Figure 1. Congestion heat map.
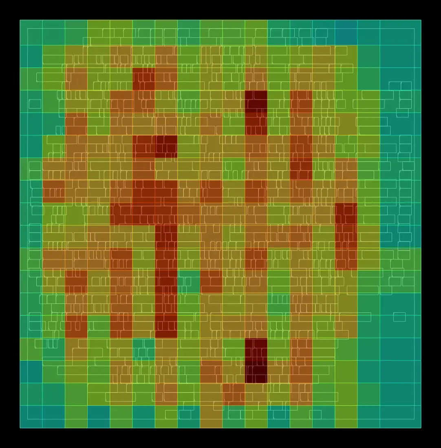
Figure 2. Metal 3.
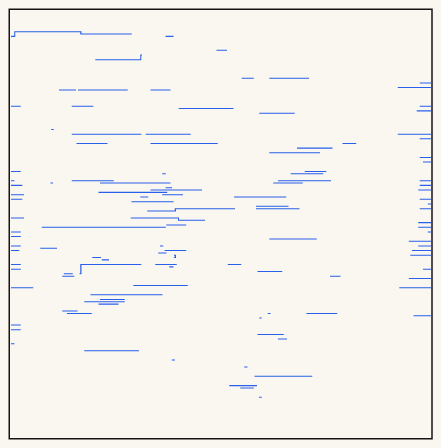
Figure 3. Routed metal, one color a layer.
Two of the layers only.
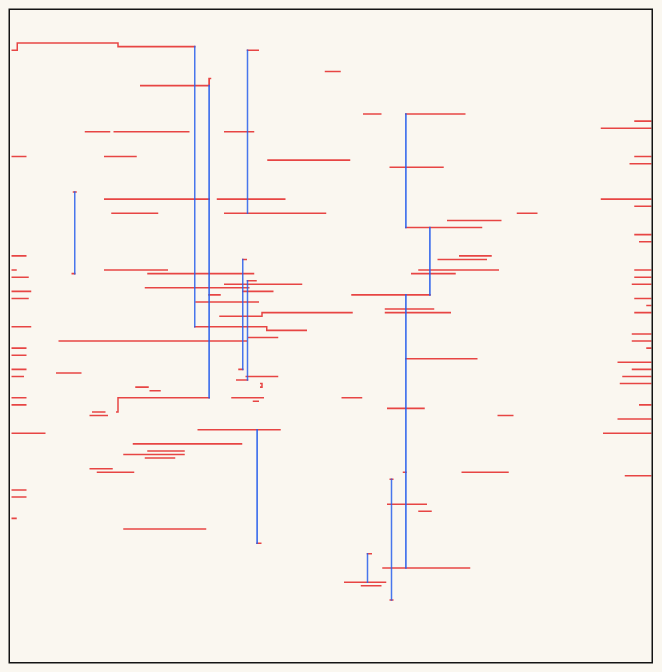
Figure 4. Pin placement.
Pins as bars across the die edge, other pins in gray.
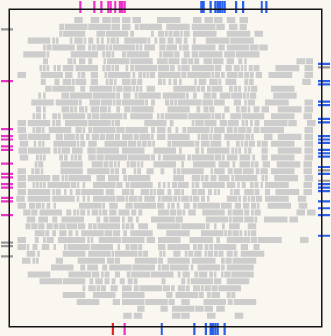
--- src/rtl/hex_display_ctrl.sv ---
// Purpose : multi-digit active-low seven-segment controller; hex or decimal (double-dabble) display.
// Latency : hex LOAD -> HEX after 2 edges; decimal LOAD -> BUSY for WIDTH+1 cycles, HEX one edge after commit.
// Backpr. : LOAD is dropped while BUSY=1 (including the commit cycle); no queueing of requests.
//
// Ports:
//   CLOCK_50 / RESET      clock, asynchronous active-high reset
//   LOAD, DATA, MODE,     capture strobe, binary value, 0=hex 1=decimal,
//   BLANK_LZ              leading-zero blanking (captured together with DATA)
//   BLINK_EN              live blink enable
//   BUSY, OVF             conversion in progress, decimal value too large for DIGITS
//   HEX                   segments, digit k on HEX[7k+6:7k], bit0=a..bit6=g, active-low
module hex_display_ctrl #(
  parameter int DIGITS    = 6,
  parameter int WIDTH     = 24,
  parameter int BLINK_DIV = 25_000_000
) (
  input  logic                  CLOCK_50,
  input  logic                  RESET,
  input  logic                  LOAD,
  input  logic [WIDTH-1:0]      DATA,
  input  logic                  MODE,
  input  logic                  BLANK_LZ,
  input  logic                  BLINK_EN,
  output logic                  BUSY,
  output logic                  OVF,
  output logic [7*DIGITS-1:0]   HEX
);

  localparam int CW = (WIDTH > 1) ? $clog2(WIDTH) : 1;
  localparam int BW = $clog2(BLINK_DIV);

  typedef enum logic [1:0] {IDLE, SHIFT, COMMIT} state_t;

  state_t              state;
  logic [WIDTH-1:0]    digits;       // value currently rendered, one nibble per digit
  logic [WIDTH-1:0]    bcd;
  logic [WIDTH-1:0]    bcd_adj;
  logic [WIDTH-1:0]    shreg;
  logic [CW-1:0]       shift_cnt;
  logic                ovf_int;
  logic                blank_lz_lat; // blanking mode that goes with the rendered digits
  logic                blank_lz_pend;// blanking mode waiting for the conversion to commit
  logic [BW-1:0]       blink_cnt;
  logic                blink_on;
  logic [7*DIGITS-1:0] hex_nxt;
  logic [3:0]          nib;
  logic                leading;

  function automatic logic [6:0] seg7(input logic [3:0] n);
    logic [6:0] s;
    case (n)
      4'h0: s = 7'b1000000;
      4'h1: s = 7'b1111001;
      4'h2: s = 7'b0100100;
      4'h3: s = 7'b0110000;
      4'h4: s = 7'b0011001;
      4'h5: s = 7'b0010010;
      4'h6: s = 7'b0000010;
      4'h7: s = 7'b1111000;
      4'h8: s = 7'b0000000;
      4'h9: s = 7'b0010000;
      4'hA: s = 7'b0001000;
      4'hB: s = 7'b0000011;
      4'hC: s = 7'b1000110;
      4'hD: s = 7'b0100001;
      4'hE: s = 7'b0000110;
      default: s = 7'b0001110;
    endcase
    return s;
  endfunction

  // Double-dabble correction: any BCD digit >= 5 would exceed 9 after doubling.
  always_comb begin
    bcd_adj = bcd;
    for (int i = 0; i < DIGITS; i++) begin
      if (bcd[4*i +: 4] >= 4'd5) begin
        bcd_adj[4*i +: 4] = bcd[4*i +: 4] + 4'd3;
      end
    end
  end

  always_ff @(posedge CLOCK_50 or posedge RESET) begin
    if (RESET) begin
      state         <= IDLE;
      BUSY          <= 1'b0;
      OVF           <= 1'b0;
      digits        <= '0;
      bcd           <= '0;
      shreg         <= '0;
      shift_cnt     <= '0;
      ovf_int       <= 1'b0;
      blank_lz_lat  <= 1'b0;
      blank_lz_pend <= 1'b0;
    end else begin
      case (state)
        IDLE: begin
          if (LOAD) begin
            if (!MODE) begin
              digits       <= DATA;
              OVF          <= 1'b0;
              blank_lz_lat <= BLANK_LZ;
            end else begin
              bcd           <= '0;
              shreg         <= DATA;
              shift_cnt     <= '0;
              ovf_int       <= 1'b0;
              blank_lz_pend <= BLANK_LZ;
              BUSY          <= 1'b1;
              state         <= SHIFT;
            end
          end
        end
        SHIFT: begin
          {bcd, shreg} <= {bcd_adj[WIDTH-2:0], shreg, 1'b0};
          // A bit leaving the top digit means the value needs more digits than we have.
          if (bcd_adj[WIDTH-1]) begin
            ovf_int <= 1'b1;
          end
          shift_cnt <= shift_cnt + 1'b1;
          if (shift_cnt == CW'(WIDTH-1)) begin
            state <= COMMIT;
          end
        end
        COMMIT: begin
          digits       <= bcd;
          OVF          <= ovf_int;
          blank_lz_lat <= blank_lz_pend;
          BUSY         <= 1'b0;
          state        <= IDLE;
        end
        default: begin
          BUSY  <= 1'b0;
          state <= IDLE;
        end
      endcase
    end
  end

  // Free-running blink timebase, independent of load/conversion activity.
  always_ff @(posedge CLOCK_50 or posedge RESET) begin
    if (RESET) begin
      blink_cnt <= '0;
      blink_on  <= 1'b1;
    end else if (blink_cnt == BW'(BLINK_DIV-1)) begin
      blink_cnt <= '0;
      blink_on  <= ~blink_on;
    end else begin
      blink_cnt <= blink_cnt + 1'b1;
    end
  end

  // Rendering priority: blink-off > overflow dashes > leading-zero blanking > digit.
  always_comb begin
    hex_nxt = '1;
    leading = 1'b1;
    nib     = 4'd0;
    for (int k = DIGITS-1; k >= 0; k--) begin
      nib = digits[4*k +: 4];
      if (OVF) begin
        hex_nxt[7*k +: 7] = 7'b0111111;
      end else if (blank_lz_lat && leading && (nib == 4'd0) && (k != 0)) begin
        hex_nxt[7*k +: 7] = 7'b1111111;
      end else begin
        hex_nxt[7*k +: 7] = seg7(nib);
        leading           = 1'b0;
      end
    end
    if (BLINK_EN && !blink_on) begin
      hex_nxt = '1;
    end
  end

  always_ff @(posedge CLOCK_50 or posedge RESET) begin
    if (RESET) begin
      HEX <= '1;
    end else begin
      HEX <= hex_nxt;
    end
  end

endmodule

--- config.mk ---
export PLATFORM = sky130hd
export DESIGN_NAME = hex_display_ctrl
export DESIGN_NICKNAME = d
export VERILOG_FILES = /design/src/rtl/hex_display_ctrl.sv
export SDC_FILE = /design/constraint.sdc
export NUM_CORES = 1
export LEC_CHECK = 0
export ABC_CLOCK_PERIOD_IN_PS = 6920
export CORE_AREA = 2 2 121 123
export DETAILED_ROUTE_END_ITERATION = 8
export DIE_AREA = 0 0 123 125
export GPL_ROUTABILITY_DRIVEN = 1
export PLACE_DENSITY = 0.86
export SLEW_MARGIN = 20
export SYNTH_ARGS = -nofsm -noshare
export SYNTH_HDL_FRONTEND = slang
export SYNTH_SLANG_ARGS = --single-unit
--- constraint.sdc ---
create_clock -name CLOCK_50 -period 6.92 [get_ports CLOCK_50]
set_input_delay 1.73 -clock CLOCK_50 [delete_from_list [all_inputs] [get_ports CLOCK_50]]
set_output_delay 1.73 -clock CLOCK_50 [all_outputs]
set_load 0.005 [all_outputs]
==> flow_summary.yaml <==
# yosys + openroad results
critical_path:
  r2r-end: "HEX[18]"
  endpoint: "bcd[7]"
  cp_top_family: "buffers and inverters"
  worst-setup-path-type: "primary input to flop"
  crit_fanout: 44
  cpPeakStageDelay_ns: 0.73
  cp_cell_sequence: "clkdlybuf4s50_1, a21oi_1, nor2_4, buf_4, o31ai_1, a32o_1"
  cp-end-kind: "flop"
  slowest_stage: "nor2_4"
synthesis:
  ys.flop_type: "dfrtp_1"
  ys_types: 62
  syn-num-nets: 909
  ys_cells: 831
  top_area_share_pct: 33.9
  syn-cell-area_um2: 8060
  yosysWarnings: 0
  top_area_cell: "dfrtp_1"
  ys_chip_area_um2: 8060
  edf_count: 0
floorplanning:
  rows: 44
  die-width_um: 123
  die_h_um: 125
  taps: 184
  fp_util_pct: 56.7
  die_area_um2: 15400
  core_um2: 14200
final_layout:
  final.fill_count: 1097
  biggestCellCategory: "combinational gates"
  clkbuf_count: 23
  num_antenna_cells: 0
  seq_cell_count: 152
  sh_seq_area_pct: 40.6
  post-route-util_pct: 66.9
  nonClkBufAreaFrac_pct: 8.16
pwr:
  seqPwrFrac_pct: 39.4
  p_seq_mw: 1.65
  power_mw: 4.18
  p_clk_mw: 0.959
  clkPwrFrac_pct: 22.9
  p_per_area_nw_per_um2: 440
sta:
  relSlewSlack_pct: 39.1
  skew_ns: 0.00737
  fmax_ghz: 0.285
  fin_crit_ns: 3.51
  setup_viol: 0
  finalMaxSlewViolations: 0
route:
  first_pass_iters: 6
  wl_per_cell_um: 16.1
  vias: 6358
  vias_per_cell: 5.87
  wl_mm: 17.4
  antenna_left: 0
cts:
  post_cts.repair.setup_buffers: 0
  hold_buffers: 0
  ctsRootBufferMaster: "clkbuf_16"
min_path:
  hp-start: "blink_cnt[4]"
global_route:
  grt_first_pass_wirelength_mm: 29.0
  grt-ovfl-total: 0
  antenna_found_initial: 0
status:
  status: "finished, final reports clean"
placement:
  port_buffers: 73
Back to the opening pictures, Figure 1:
routing usage on met2: 35.9%
busiest grt layer: met2
met3 Use GR: 4.79%
Total Routing Usage GR: 23.9%

Back to the opening pictures, Figure 2:
- main direction: horizontal
- longest straight run: 35.9 um
- share of all routed wire: 4.8%
- nets with wire on the layer: 89

Back to the opening pictures, Figure 3:
- red: met3 (wire length 833 um)
- blue: met4 (wire length 338 um)

Back to the opening pictures, Figure 4:
- red: BLANK_LZ (pins 1; direction input; edge bottom)
- magenta: DATA (pins 24; direction input; edge 14 left, 9 top, 1 bottom)
- blue: HEX (pins 42; direction output; edge 22 right, 12 top, 8 bottom)

==> routing by layer <==
layer  GRT usage, %  wire [um]
met1           34.3       7950
met2           35.9       8280
met3           4.79        832
met4           9.09        337
met5              0          0
==> cell usage in the layout, fill, tap and decap left out, drive strengths merged, types with 6 or more instances in the layout <==
cell / count
nand2: 115
dfrtp: 109
clkdlybuf4s50: 73
nor2: 62
o21ai: 60
ha: 48
dfstp: 43
a21oi: 40
inv: 39
o211ai: 28
nand2b: 26
mux2i: 26
a31oi: 26
clkbuf: 23
nand3: 17
xnor2: 16
o311ai: 12
xor2: 10
o22ai: 9
a22o: 8
nor3: 8
o31ai: 7
or3: 6
buf: 6
==> kinds of logic after synthesis <==
kind of cell	share of synthesized area (%)
AND/OR/NAND/NOR	16.5
AND-OR/OR-AND	17.3
flip-flops	47.9
buffers and inverters	4.07
adder cells (fa/ha/maj)	7.45
multiplexers	3.93
XOR/XNOR	2.83
==> cell usage after synthesis (all sizes together) (2+ instances only) <==
master and n:
a211oi 3, a21boi 2, a21o 5, a21oi 40
a22o 8, a31oi 26, a32o 4, a32oi 2
and3 4, and4 3, buf 13, clkbuf 30
dfrtp 109, dfstp 43, ha 48, inv 39
mux2 3, mux2i 26, nand2 115, nand2b 26
nand3 17, nand4 5, nand4b 2, nor2 62
nor2b 4, nor3 8, nor3b 4, nor4 3
nor4b 2, nor4bb 3, o211ai 28, o21a 3
o21ai 60, o22ai 9, o311ai 12, o31ai 7
o32ai 2, o41ai 2, or2 5, or3 6
or4 3, xnor2 16, xor2 10
==> registers in the layout, indices dropped and copies added, names as in the netlist <==
name / count
BUSY: 1
HEX: 42
OVF: 1
bcd: 24
blank_lz_lat: 1
blank_lz_pend: 1
blink_cnt: 25
blink_on: 1
digits: 24
ovf_int: 1
shift_cnt: 5
shreg: 24
state: 2
Power is estimated from default activity; no workload was simulated.
